===== src/rtl/multicycle_control.sv =====
// multicycle_control: steps each RV32 instruction through fetch, decode, execute and write-back,
// counts retired instructions and traps illegal opcodes and fetch timeouts.
module multicycle_control #(
    parameter int FETCH_TIMEOUT = 15,
    parameter int CNT_W = 32
) (
    input  logic             clk_i,
    input  logic             rst_i,
    input  logic             start_i,
    input  logic [6:0]       Op_i,
    input  logic             imem_ack_i,
    output logic             imem_req_o,
    output logic             IRWrite_o,
    output logic             PCWrite_o,
    output logic [1:0]       ALUOp_o,
    output logic             ALUSrc_o,
    output logic             RegWrite_o,
    output logic             busy_o,
    output logic [1:0]       fault_o,
    output logic [CNT_W-1:0] retired_o
);
    typedef enum logic [2:0] {IDLE, FETCH, DECODE, EXEC, WB, FAULT} state_t;
    localparam logic [6:0] OP_R = 7'b0110011;
    localparam logic [6:0] OP_I = 7'b0010011;
    state_t state;
    logic [7:0] wait_cnt;
    // The instruction register must capture the word in the very cycle memory presents it.
    assign IRWrite_o = (state == FETCH) && imem_ack_i;
    always_ff @(posedge clk_i) begin
        if (rst_i) begin
            state      <= IDLE;
            wait_cnt   <= '0;
            imem_req_o <= 1'b0;
            PCWrite_o  <= 1'b0;
            ALUOp_o    <= 2'b00;
            ALUSrc_o   <= 1'b0;
            RegWrite_o <= 1'b0;
            busy_o     <= 1'b0;
            fault_o    <= 2'b00;
            retired_o  <= '0;
        end else begin
            case (state)
                IDLE: if (start_i) begin
                    state      <= FETCH;
                    wait_cnt   <= '0;
                    imem_req_o <= 1'b1;
                    busy_o     <= 1'b1;
                end
                FETCH: if (imem_ack_i) begin
                    state      <= DECODE;
                    imem_req_o <= 1'b0;
                end else if (wait_cnt == 8'(FETCH_TIMEOUT - 1)) begin
                    state      <= FAULT;
                    imem_req_o <= 1'b0;
                    busy_o     <= 1'b0;
                    fault_o    <= 2'b10;
                end else begin
                    wait_cnt <= wait_cnt + 8'd1;
                end
                // The ALU control registers double as the latched opcode decode for EXEC and WB.
                DECODE: if (Op_i == OP_R || Op_i == OP_I) begin
                    state    <= EXEC;
                    ALUOp_o  <= (Op_i == OP_R) ? 2'b10 : 2'b00;
                    ALUSrc_o <= (Op_i == OP_I);
                end else begin
                    state   <= FAULT;
                    busy_o  <= 1'b0;
                    fault_o <= 2'b01;
                end
                EXEC: begin
                    state      <= WB;
                    RegWrite_o <= 1'b1;
                    PCWrite_o  <= 1'b1;
                end
                WB: begin
                    state      <= start_i ? FETCH : IDLE;
                    wait_cnt   <= '0;
                    imem_req_o <= start_i;
                    busy_o     <= start_i;
                    RegWrite_o <= 1'b0;
                    PCWrite_o  <= 1'b0;
                    ALUOp_o    <= 2'b00;
                    ALUSrc_o   <= 1'b0;
                    retired_o  <= retired_o + CNT_W'(1);
                end
                default: ;
            endcase
        end
    end
endmodule


===== config.mk =====
export PLATFORM = sky130hd
export DESIGN_NAME = multicycle_control
export DESIGN_NICKNAME = d
export VERILOG_FILES = /design/src/rtl/multicycle_control.sv
export SDC_FILE = /design/constraint.sdc
export NUM_CORES = 1
export LEC_CHECK = 0
export CORE_AREA = 3 3 107 89
export DETAILED_ROUTE_END_ITERATION = 10
export DIE_AREA = 0 0 110 92
export PLACE_DENSITY = 0.49
export SETUP_SLACK_MARGIN = 0.02
export SLEW_MARGIN = 5
export SYNTH_ARGS = -nofsm -noshare
export SYNTH_HDL_FRONTEND = slang
export SYNTH_SLANG_ARGS = --single-unit

===== constraint.sdc =====
create_clock -name clk_i -period 5.1 [get_ports clk_i]
set_input_delay 1.02 -clock clk_i [delete_from_list [all_inputs] [get_ports clk_i]]
set_output_delay 1.02 -clock clk_i [all_outputs]
set_load 0.01 [all_outputs]

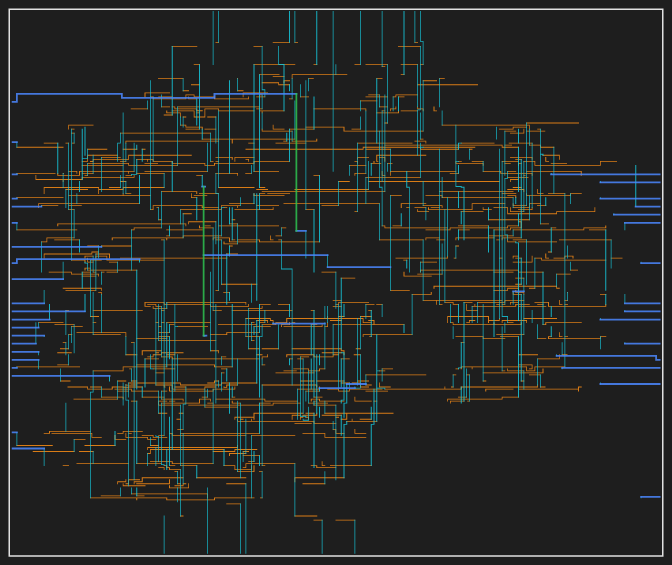
**Above:** routed metal, one colour a layer.
legend:
  orange:
    layer: met1
    wire_length: 2810 um
  blue:
    layer: met3
    wire_length: 360 um
  green:
    layer: met4
    wire_length: 48.3 um
  cyan:
    layer: met2
    wire_length: 2380 um

==> flow_summary.html <==
<!-- implementation run metrics -->
<table>
<tr><th>Metric</th><th>Value</th></tr>
<tr><th colspan="2">Min path</th></tr>
<tr><td>Number of cells on the worst hold path</td><td>2</td></tr>
<tr><th colspan="2">Detailed routing</th></tr>
<tr><td>Routed via count</td><td>2057</td></tr>
<tr><td>Detailed Routing Iterations Pass 1</td><td>4</td></tr>
<tr><td>Starting DRC count in detailed routing</td><td>66</td></tr>
<tr><td>Mean number of vias per cell</td><td>4.612</td></tr>
<tr><td>Routed Wire Length</td><td>5593 um</td></tr>
<tr><th colspan="2">Clock tree</th></tr>
<tr><td>Maximum clock path buffer count</td><td>2</td></tr>
<tr><td>Count of H-tree levels built during CTS</td><td>2</td></tr>
<tr><td>Post CTS Setup Buffer Count</td><td>0</td></tr>
<tr><td>CTS sink count</td><td>50</td></tr>
<tr><th colspan="2">Pwr</th></tr>
<tr><td>Maximum VDD drop</td><td>109.6 uV</td></tr>
<tr><td>Pleak</td><td>1.079 nW</td></tr>
<tr><td>Power per Cell Area</td><td>234.9 mW/mm2</td></tr>
<tr><td>Net switching share of the total power</td><td>23.65%</td></tr>
<tr><th colspan="2">Placement</th></tr>
<tr><td>Worst setup slack after placement</td><td>1.733 ns</td></tr>
<tr><td>Port-buffer cells</td><td>51</td></tr>
<tr><th colspan="2">Setup path</th></tr>
<tr><td>Worst path max stage delay</td><td>0.57 ns</td></tr>
<tr><td>Most frequent cell on the critical path</td><td>clkdlybuf4s50_1</td></tr>
<tr><td>Endpoint kind of the worst setup timing path</td><td>output pin</td></tr>
<tr><td>Kind of start point of the critical path</td><td>primary input</td></tr>
<tr><td>CP max FO</td><td>5</td></tr>
<tr><th colspan="2">Final timing</th></tr>
<tr><td>Unrepaired setup endpoints after global routing</td><td>false</td></tr>
<tr><td>Fin Setup TNS</td><td>0 ns</td></tr>
<tr><td>Tightest hold margin</td><td>0.4825 ns</td></tr>
<tr><td>Setup clock skew after layout</td><td>0.009342 ns</td></tr>
<tr><td>Slack of the critical path</td><td>1.729 ns</td></tr>
<tr><th colspan="2">Global routing</th></tr>
<tr><td>Pin count of the biggest net entering global routing</td><td>47</td></tr>
<tr><th colspan="2">Finish</th></tr>
<tr><td>Fill cell total of the finished layout</td><td>890</td></tr>
<tr><td>Area of combinational cells with multiple inputs</td><td>0.001393 mm2</td></tr>
<tr><td>Nets@finish</td><td>347</td></tr>
<tr><td>Final design utilization</td><td>37.75%</td></tr>
<tr><th colspan="2">Synth</th></tr>
<tr><td>Summed standard-cell area reported by yosys</td><td>0.002542 mm2</td></tr>
<tr><th colspan="2">Floorplan</th></tr>
<tr><td>FP Util</td><td>30.10%</td></tr>
<tr><td>Row count</td><td>30</td></tr>
<tr><th colspan="2">Outcome</th></tr>
<tr><td>Status</td><td>finished clean</td></tr>
<tr><th colspan="2">Run</th></tr>
<tr><td>Max Cap Viol</td><td>0</td></tr>
</table>
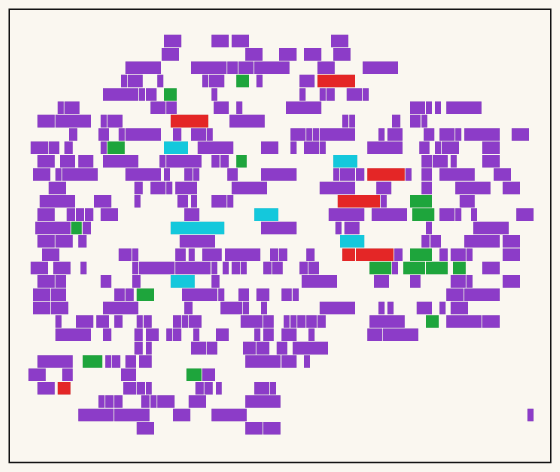
**Above:** cell sizes after repair.
legend:
  purple:
    size: drive 1 or less
    cells: 305
    most_used: clkdlybuf4s50_1
  cyan:
    size: drive 6 and up
    cells: 6
    most_used: clkbuf_8
  green:
    size: drive 2
    cells: 16
    most_used: nor4_2
  red:
    size: drive 3 to 4
    cells: 7

[sequential cells by signal, summed over array words and instances, names as in the netlist]
register / flops
retired_o: 32
wait_cnt: 8
state: 3
fault_o: 2
ALUOp_o: 1
ALUSrc_o: 1
RegWrite_o: 1
busy_o: 1
imem_req_o: 1
[synthesized netlist by cell type, types with 2 or more instances]
library cell	number
nor4_4	2
and3_2	3
nor3b_1	2
or3_1	4
nand2_1	19
xnor2_1	26
xor2_1	9
o21a_1	2
a21oi_1	14
clkbuf_8	3
nand4_4	2
inv_1	7
o21ai_0	9
buf_4	3
nor4_1	4
nor2b_1	3
nor2_1	50
or2_2	2
a211oi_1	5
ha_1	3
nor3_1	8
clkbuf_1	3
and2_1	4
and3_1	6
dfxtp_1	50
buf_6	3
nor4_2	6
nand3_1	13
nand4_1	6
[worst register-to-register path, stage by stage, from the launching register on]
cell and delay, ns:
dfxtp_1 0.61, nand4bb_1 0.24, or2_1 0.49, nor4_1 0.40, xnor2_1 0.16, nor2_1 0.05
[cell usage in the layout (no fill, tap or decap), types with 6 or more instances in the layout]
master           instances
nor2_1                  50
nand3_1                 13
xor2_1                   9
xnor2_1                 26
o21ai_0                  9
clkdlybuf4s50_1         51
nand2_1                 19
and3_1                   6
nor4_2                   6
a21oi_1                 14
inv_1                    7
nand4_1                  6
nor3_1                   8
dfxtp_1                 50
[routing by layer]
layer  GRT usage (%)  routed length, um  vias up
met4           3.115                 48        0
met1           16.37               2806      933
met2           17.07               2378       49
li1                -                  -     1070
met5               0                  0        -
met3           3.378                360        5
[through the flow]
stage	instances	area [um2]
after floorplan	289	2542
after global placement	438	3078
after detailed placement	438	3078
after CTS	446	3188
after global routing	446	3188
final	446	3188
[power by group through the flow]
stage                     logic (mW)  clock network [mW]  registers [mW]
after CTS                     0.0603               0.301           0.405
after detailed placement      0.0599                   0           0.414
after global routing          0.0669               0.313           0.407
after floorplan               0.0396                   0           0.411
after global placement        0.0596                   0           0.414
final                         0.0589               0.285           0.405
[cell type report]
| type | count | area share (%) |
|---|---|---|
| repair buffers | 52 | 16.25 |
| clock buffers | 6 | 2.276 |
| clock inverters | 2 | 1.177 |
| flip-flops and latches | 50 | 31.40 |
| inverters | 7 | 0.8242 |
| multi-input cells | 217 | 43.68 |
| well taps | 112 | 4.396 |
[worst paths after layout]
| check | start | endpoint | slack, ns |
|---|---|---|---|
| max | imem_ack_i | IRWrite_o | 1.73 |
| min | ALUSrc_o$_SDFFE_PP0P_ | ALUSrc_o$_SDFFE_PP0P_ | 0.48 |
| max reg2reg | state[2]$_SDFFE_PP0P_ | retired_o[20]$_SDFFE_PP0N_ | 3.04 |
| min reg2reg | ALUSrc_o$_SDFFE_PP0P_ | ALUSrc_o$_SDFFE_PP0P_ | 0.48 |
[kinds of logic after synthesis]
family          count (synthesis)  share of synthesized area (%)
compound gates                 35                          8.170
mux                             1                         0.4429
flops                          50                          39.37
other cells                     1                         0.1475
simple gates                  142                          32.48
fa+ha+maj                       3                          1.477
buf+inv                        22                          5.856
xor+xnor                       35                          12.06
Power is estimated from default activity; no workload was simulated.
